File: src/rtl/vga_timing_pkg.sv
// Shared VGA timing constants (640x480@60 defaults), derived totals,
// screen centre/extent values and a small window-decode helper.
package vga_timing_pkg;

  localparam int CNT_W          = 10;

  localparam int DEF_H_ACTIVE   = 640;
  localparam int DEF_H_FP       = 16;
  localparam int DEF_H_SYNC     = 96;
  localparam int DEF_H_BP       = 48;
  localparam int DEF_V_ACTIVE   = 480;
  localparam int DEF_V_FP       = 10;
  localparam int DEF_V_SYNC     = 2;
  localparam int DEF_V_BP       = 33;

  localparam int DEF_H_TOTAL    = DEF_H_ACTIVE + DEF_H_FP + DEF_H_SYNC + DEF_H_BP;
  localparam int DEF_V_TOTAL    = DEF_V_ACTIVE + DEF_V_FP + DEF_V_SYNC + DEF_V_BP;

  // Screen extent and centre for pattern generators built on this timing.
  localparam int SCREEN_W       = DEF_H_ACTIVE;
  localparam int SCREEN_H       = DEF_V_ACTIVE;
  localparam int SCREEN_CX      = DEF_H_ACTIVE / 2;
  localparam int SCREEN_CY      = DEF_V_ACTIVE / 2;

  // True when lo <= pos < hi (half-open window on a counter value).
  function automatic logic in_window(
    input logic [CNT_W-1:0] pos,
    input logic [CNT_W-1:0] lo,
    input logic [CNT_W-1:0] hi
  );
    return (pos >= lo) && (pos < hi);
  endfunction

endpackage

File: src/rtl/vga_axis_counter.sv
// Wrap-at-total position counter for one screen axis. Reset parks the
// count at TOTAL-1 so the first enabled edge after reset lands on 0.
// o_carry is high on the cycle the count is about to wrap.
module vga_axis_counter
  import vga_timing_pkg::*;
#(
  parameter int TOTAL = 800
) (
  input  logic             clk,
  input  logic             rst,
  input  logic             i_en,
  output logic [CNT_W-1:0] o_count,
  output logic             o_carry
);

  localparam logic [CNT_W-1:0] L_LAST = CNT_W'(TOTAL - 1);

  logic [CNT_W-1:0] r_count;
  logic             w_at_last;

  assign w_at_last = (r_count == L_LAST);
  assign o_carry   = i_en & w_at_last;
  assign o_count   = r_count;

  // Count up while enabled, wrapping from TOTAL-1 to 0; reset parks at TOTAL-1.
  always_ff @(posedge clk) begin
    if (rst) begin
      r_count <= L_LAST;
    end else if (i_en) begin
      if (w_at_last) begin
        r_count <= {CNT_W{1'b0}};
      end else begin
        r_count <= r_count + {{(CNT_W-1){1'b0}}, 1'b1};
      end
    end else begin
      r_count <= r_count;
    end
  end

endmodule

File: src/rtl/vga_sync_gen.sv
// VGA timing generator: horizontal/vertical position counters plus sync,
// active-video, line/frame strobes and a frame counter. All timing outputs
// are decodes of the registered counters, so they share the same (x, y)
// in every cycle and have no path from any input.
module vga_sync_gen
  import vga_timing_pkg::*;
#(
  parameter int H_ACTIVE = DEF_H_ACTIVE,
  parameter int H_FP     = DEF_H_FP,
  parameter int H_SYNC   = DEF_H_SYNC,
  parameter int H_BP     = DEF_H_BP,
  parameter int V_ACTIVE = DEF_V_ACTIVE,
  parameter int V_FP     = DEF_V_FP,
  parameter int V_SYNC   = DEF_V_SYNC,
  parameter int V_BP     = DEF_V_BP
) (
  input  logic             clk,
  input  logic             rst,
  output logic [CNT_W-1:0] x,
  output logic [CNT_W-1:0] y,
  output logic             active,
  output logic             hsync,
  output logic             vsync,
  output logic             next_frame,
  output logic             next_line,
  output logic [7:0]       frame_count
);

  localparam int H_TOTAL = H_ACTIVE + H_FP + H_SYNC + H_BP;
  localparam int V_TOTAL = V_ACTIVE + V_FP + V_SYNC + V_BP;

  localparam logic [CNT_W-1:0] L_H_ACT      = CNT_W'(H_ACTIVE);
  localparam logic [CNT_W-1:0] L_HS_START   = CNT_W'(H_ACTIVE + H_FP);
  localparam logic [CNT_W-1:0] L_HS_END     = CNT_W'(H_ACTIVE + H_FP + H_SYNC);
  localparam logic [CNT_W-1:0] L_V_ACT      = CNT_W'(V_ACTIVE);
  localparam logic [CNT_W-1:0] L_VS_START   = CNT_W'(V_ACTIVE + V_FP);
  localparam logic [CNT_W-1:0] L_VS_END     = CNT_W'(V_ACTIVE + V_FP + V_SYNC);

  logic [CNT_W-1:0] w_hpos;
  logic [CNT_W-1:0] w_vpos;
  logic             w_h_carry;
  logic             w_v_carry;
  logic             w_next_frame;
  logic [7:0]       r_frame_count;

  // Horizontal counter advances every pixel clock.
  vga_axis_counter #(.TOTAL(H_TOTAL)) u_h_cnt (
    .clk     (clk),
    .rst     (rst),
    .i_en    (1'b1),
    .o_count (w_hpos),
    .o_carry (w_h_carry)
  );

  // Vertical counter advances only when the line wraps.
  vga_axis_counter #(.TOTAL(V_TOTAL)) u_v_cnt (
    .clk     (clk),
    .rst     (rst),
    .i_en    (w_h_carry),
    .o_count (w_vpos),
    .o_carry (w_v_carry)
  );

  // Frame start of vertical blanking: first pixel of the first blank line.
  assign w_next_frame = (w_hpos == {CNT_W{1'b0}}) && (w_vpos == L_V_ACT);

  assign x           = w_hpos;
  assign y           = w_vpos;
  assign active      = (w_hpos < L_H_ACT) && (w_vpos < L_V_ACT);
  assign hsync       = ~in_window(w_hpos, L_HS_START, L_HS_END);
  assign vsync       = ~in_window(w_vpos, L_VS_START, L_VS_END);
  assign next_line   = (w_hpos == L_H_ACT);
  assign next_frame  = w_next_frame;
  assign frame_count = r_frame_count;

  // Count completed frames on each next_frame strobe, wrapping at 256.
  always_ff @(posedge clk) begin
    if (rst) begin
      r_frame_count <= 8'd0;
    end else if (w_next_frame) begin
      r_frame_count <= r_frame_count + 8'd1;
    end else begin
      r_frame_count <= r_frame_count;
    end
  end

endmodule

File: config.mk
export PLATFORM = sky130hd
export DESIGN_NAME = vga_sync_gen
export DESIGN_NICKNAME = d
export VERILOG_FILES = /design/src/rtl/vga_timing_pkg.sv /design/src/rtl/vga_axis_counter.sv /design/src/rtl/vga_sync_gen.sv
export SDC_FILE = /design/constraint.sdc
export NUM_CORES = 1
export LEC_CHECK = 0
export ABC_AREA = 1
export ABC_CLOCK_PERIOD_IN_PS = 2600
export CORE_ASPECT_RATIO = 1.25
export CORE_MARGIN = 3
export CORE_UTILIZATION = 55
export DETAILED_ROUTE_END_ITERATION = 8
export PLACE_DENSITY = 0.88
export SLEW_MARGIN = 40
export SYNTH_ARGS = -nofsm -noshare
export SYNTH_HDL_FRONTEND = slang
export SYNTH_SLANG_ARGS = --single-unit
export TNS_END_PERCENT = 100
File: constraint.sdc
create_clock -name clk -period 2.6 [get_ports clk]
set_input_delay 0.52 -clock clk [delete_from_list [all_inputs] [get_ports clk]]
set_output_delay 0.52 -clock clk [all_outputs]
set_load 0.05 [all_outputs]
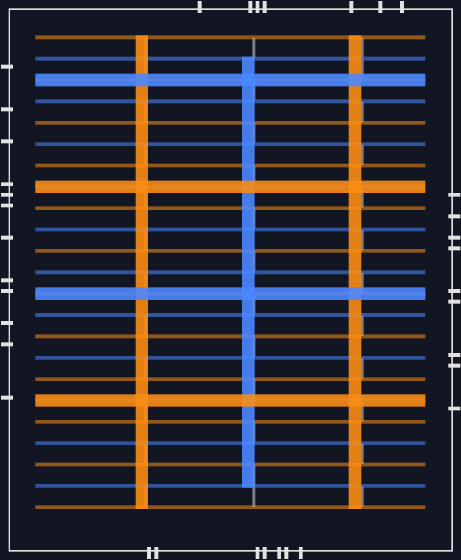
run_1/pdn.png
Pins as bars on the die edge. Tap cells in gray.
legend:
  VSS:
    color: orange
  VDD:
    color: blue
met4 straps: 3
signal pins: 35
tap cells: 36
rows: 22
worst vdd ir: 0.8250 mV
Die Wd: 56.21 um
die height: 68.76 um
core area: 0.002973 mm2

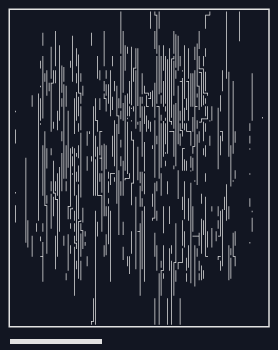
run_1/met2.png
Bar = 20 um.
nets with wire on the layer: 258
longest straight run: 27.5 um
wire length on this layer: 2030 um
share of all routed wire: 50%
main direction: vertical
Via Count: 1796
met2 usage in global routing: 40.79%

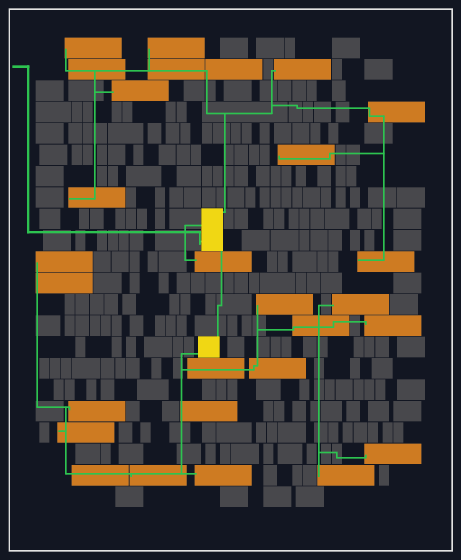
run_1/clock_map.png
legend:
  cells driving clock nets:
    color: yellow
    count: 3
  clock wires:
    color: green
    length: 338 um
  flip-flops:
    color: orange
    count: 28
flops lie: all over the die

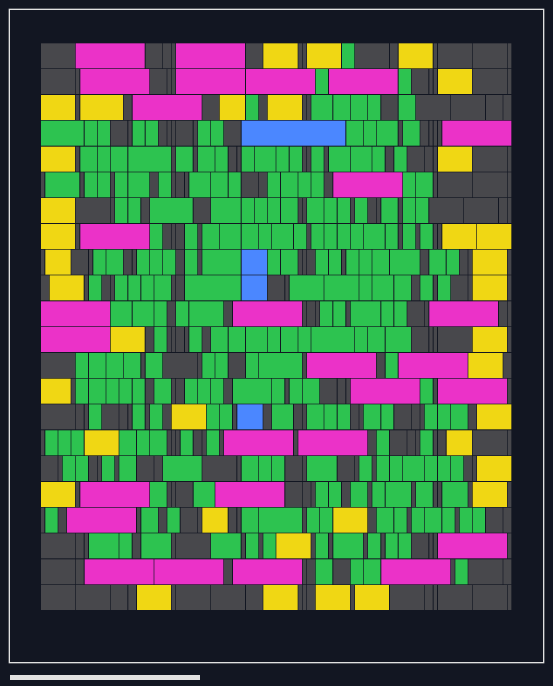
run_1/cell_classes.png
Bar = 20 um. Fill, decap, tap and diode cells in gray.
legend:
  flip-flops:
    color: magenta
    cells: 28
  clock drivers and dummy loads:
    color: blue
    cells: 4
  other buffers and delay cells:
    color: yellow
    cells: 36
  all other logic:
    color: green
    cells: 236

==> Slide: Implementation Results, run 1 <==
Physical Implementation Snapshot

Clocking
  • H-tree levels: 1
  • Clk buf depth: 2
  • CTS buffer count: 3
  • Latency at later pin: 320 ps
  • Post-CTS setup buffers: 0
  • Root Buffer: clkbuf_4
  • CTS tree: built

Worst setup path
  • Worst path bufs/invs: 2
  • Worst path max stage delay: 720 ps
  • Nature of the critical path startpoint: flop
  • Crit path launch: u_v_cnt.o_count[3]
  • CP Max Fanout: 8
  • Critical path class: reg2out
  • FF-to-FF setup slack: 1050 ps
  • Worst setup path end: vsync
  • CP top delay family: buffers and inverters
  • Worst Reg-to-Reg Cells: 8
  • Reg2reg start: u_h_cnt.o_count[0]
  • Reg-to-Reg End: u_v_cnt.o_count[4]

Hold path
  • Worst hold-check path type: reg2reg
  • Hold_sp: frame_count[3]

Synth
  • Sequential element share of the synthesized area: 32.35%
  • Main logic family after synthesis: simple AND/OR/NAND/NOR gates
  • Yosys stat cell total: 268
  • Post-Syn Instances: 268
  • Syn Std Cell Area: 0.001733 mm2
  • Top cells by instance count after synthesis: 71 x nand2_1, 41 x inv_1, 30 x nor2_1
  • Adder Share, Synth: 3.610%
  • Most used DFF post-synth: dfxtp_1
  • Cell type with the largest total area: dfxtp_1
  • Chip Area, Yosys: 0.001733 mm2
  • Mean post-synth cell area: 6.466 um2
  • Post-synthesis cell type count: 24
  • XORs/XNORs by Area: 4.043%

Final timing
  • Worst-Margin Slew: 520.2 ps
  • Pins over their slew limit: 0
  • Setup TNS: 0 ps
  • RSZ-0062 raised after global routing: no

Routing
  • Routed len/inst: 11.95 um
  • Initial DRC count: 75
  • Antenna Nets Post-Route: 0
  • Drt via density: 5.282
  • DR pass1 iterations: 4

Floorplanning
  • IO Pins: 35

Place
  • Post-Place Setup Slack: 368.0 ps
  • Number of I/O port buffers: 34

Final layout
  • ANT cells: 0
  • Fin nets: 312
  • Layout cells sized above 1: 8.553%
  • Synth-to-Final Area Change: 24.91%
  • Commonest Layout Cell: nand2_1

Power
  • Pwr Total: 1.876 mW

GRT
  • Initial antenna violation count: 0
  • GRT Resource Usage Total: 21.94%
  • Number of global-route vias before repair: 1624

Run status
  • Outcome: completed
==> run 1: worst register-to-register path, stage by stage, from the launching register on <==
cell and delay, ps:
dfxtp_1 430, ha_1 230, nand3_2 160, nor2_1 130, nand2_1 170, nor2_1 180, nand2_1 60, nand3_1 60
nor2_1 50
==> run 1: flip-flops by register name (all words and copies together), names as in the netlist <==
signal,cells
u_h_cnt.o_count,10
frame_count,8
u_v_cnt.o_count,10
==> run 1: layout make-up <==
type / count / area [um2]
well taps: 36 / 45.04
multi-input cells: 193 / 993.5
clock buffers: 3 / 22.52
repair buffers: 36 / 351.6
clock inverters: 1 / 30.03
inverters: 43 / 161.4
flip-flops and latches: 28 / 560.5
fillers: 252 / 808.3
==> run 1: through the flow <==
stage,instance area (um2),util [%],cells,hold slack [ps]
after floorplan,1739,-,268,589.1
after global placement,2111,71.00,336,481.4
after detailed placement,2111,71.00,336,493.9
after CTS,2162,72.73,340,513.4
after global routing,2165,72.81,340,534.3
final,2165,72.81,340,509.6
==> run 1: power breakdown <==
part	switching, mW	internal, mW
registers	0.105	0.500
logic	0.676	0.308
clock network	0.131	0.156
==> run 1: what timing repair did <==
item                                    in CTS  in global routing
gates cloned                                 0                  0
endpoints found under the setup margin       1                  1
resized                                      1                  1
hold buffers                                 0                  0
==> run 1: kinds of logic after synthesis <==
family | after synthesis
compound gates | 22
xor+xnor | 8
fa+ha+maj | 5
buf+inv | 47
flops | 28
simple gates | 158
==> run 1: metal layers <==
metal / GRT usage, % / vias to the layer above / wire, um
li1: - / 917 / -
met1: 25.90 / 822 / 1758
met2: 40.79 / 49 / 2030
met3: 2.607 / 8 / 194
met4: 8.605 / 0 / 79
met5: 0 / - / 0
==> run 1 -> run 2 <==
--- a/config.mk
+++ b/config.mk
@@ -11,6 +11,7 @@
 export CORE_MARGIN = 3
 export CORE_UTILIZATION = 55
 export DETAILED_ROUTE_END_ITERATION = 8
+export GPL_TIMING_DRIVEN = 1
 export PLACE_DENSITY = 0.88
 export SLEW_MARGIN = 40
 export SYNTH_ARGS = -nofsm -noshare
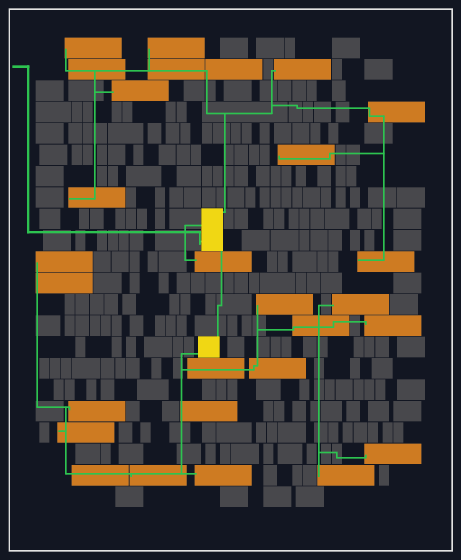
run_2/clock_map.png
legend:
  clock wires:
    color: green
    length: 338 um
  flip-flops:
    color: orange
    count: 28
  cells driving clock nets:
    color: yellow
    count: 3
routed clock nets: 4
clock power share: 15.3%
Worst Skew: 5.188 ps
Clk. pwr: 0.286 mW
Latency at later pin: 320 ps

==> run 2 against run 1 <==
Compared with the run above: die size unchanged; global-route usage unchanged; count of clock-buffer cells in the layout unchanged; final area unchanged; total power unchanged; sequential share of layout area unchanged; combinational power about the same.
==> Slide: Implementation Results, run 2 <==
Physical Implementation Snapshot

Run status
  • Outcome: completed

Worst setup path
  • Nature of the critical path startpoint: flop
  • Critical path class: reg2out
  • CP Max Fanout: 8

Place
  • Post-Place Setup Slack: 368.0 ps
  • Number of I/O port buffers: 34
  • Placement Cell Area: 0.002111 mm2
  • Dpl cells: 336

Synth
  • Cell type with the largest total area: dfxtp_1
  • Top cells by instance count after synthesis: 71 x nand2_1, 41 x inv_1, 30 x nor2_1
  • Post-synthesis cell type count: 24
  • Most used DFF post-synth: dfxtp_1
  • Chip Area, Yosys: 0.001733 mm2
  • Syn_nets: 275
  • Largest type area fraction: 32.35%
  • Mean post-synth cell area: 6.466 um2
  • Post-Syn Instances: 268
  • Syn Std Cell Area: 0.001733 mm2
  • Yosys stat cell total: 268
  • Sequential element share of the synthesized area: 32.35%

Power
  • Worst vdd ir: 0.8250 mV
  • Pwr Total: 1.876 mW

Routing
  • Final WL: 4062 um
  • DR pass1 iterations: 4
  • Antenna Nets Post-Route: 0
  • Drt via density: 5.282
  • Initial DRC count: 75
  • Via Count: 1796
  • Routed len/inst: 11.95 um
  • DRC errors left: 0

Final layout
  • Synth-to-Final Area Change: 24.91%
  • Commonest Layout Cell: nand2_1
  • Post-Layout Cell Count: 340
  • ANT cells: 0
  • Layout cells sized above 1: 8.553%
  • Fin nets: 312
  • Finished Core Util: 72.81%
  • Design area: 0.002165 mm2

Final timing
  • Worst-Margin Slew: 520.2 ps
  • Final cycle utilization of the critical path: 95.20%
  • Pins over their slew limit: 0
  • Endpoints failing setup: 0
  • Worst Hold Margin: 509.6 ps
  • RSZ-0062 raised after global routing: no
  • Setup TNS: 0 ps

Clocking
  • Clk buf depth: 2
  • CTS buffer count: 3
  • Post-CTS Resized: 1
  • H-tree levels: 1
  • Post-CTS setup buffers: 0
  • Root Buffer: clkbuf_4
  • CTS tree: built
  • Hold buffers post-CTS: 0

GRT
  • GRT Resource Usage Total: 21.94%
  • Number of global-route vias before repair: 1624
  • Initial antenna violation count: 0

Floorplanning
  • Core area: 0.002973 mm2
  • Die Wd: 56.21 um
  • IO Pins: 35

Hold path
  • Worst hold-check path type: reg2reg
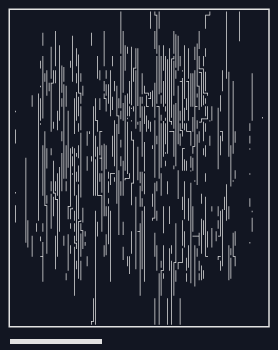
run_2/met2.png
Bar = 20 um.
share of all routed wire: 50%
nets with wire on the layer: 258
longest straight run: 27.5 um
wire length on this layer: 2030 um

[run 2: cell counts after synthesis]
Identical to the previous run, type by type.
[run 2: path summary, 6_finish.rpt]
check | from | end | slack [ps] | cells after the start
worst min-delay path | frame_count[3] | frame_count[3] | 510 | 2
worst min register to register | frame_count[3] | frame_count[3] | 510 | 2
worst max register to register | u_h_cnt.o_count[0] | u_v_cnt.o_count[4] | 1050 | 8
worst max-delay path | u_v_cnt.o_count[3] | vsync | 120 | 4
[run 2: kinds of logic (layout without fill, tap and decap cells)]
family          count (synthesis)  count (layout)  synth area share (%)
flops                          28              28                 32.35
buf+inv                        47              83                 10.69
xor+xnor                        8               8                 4.043
fa+ha+maj                       5               5                 3.610
compound gates                 22              22                 6.498
simple gates                  158             158                 42.82
[run 2: critical path, stage by stage (launching register included)]
cell and delay (ps):
dfxtp_1 520, inv_1 110, nor3_1 170, nand4_1 100
clkdlybuf4s50_1 720
[run 2: area by class of cell]
class | instances | area [um2]
Clock inverter | 1 | 30.03
Multi-Input combinational cell | 193 | 993.5
Fill cell | 252 | 808.3
Inverter | 43 | 161.4
Tap cell | 36 | 45.04
Sequential cell | 28 | 560.5
Timing Repair Buffer | 36 | 351.6
Clock buffer | 3 | 22.52
[run 2: power breakdown]
group	leakage [nW]	switching [mW]	internal, mW	total [mW]
Sequential	0.228	0.105	0.500	0.605
Combinational	0.764	0.676	0.308	0.985
Clock	0.0279	0.131	0.156	0.286
Total	1.02	0.912	0.964	1.88
[run 2: routing by layer]
layer	GRT usage, %	up-vias	wire, um
met1	25.90	822	1758
met2	40.79	49	2030
li1	-	917	-
met5	0	-	0
met3	2.607	8	194
met4	8.605	0	79
Power and IR drop assume default switching activity.
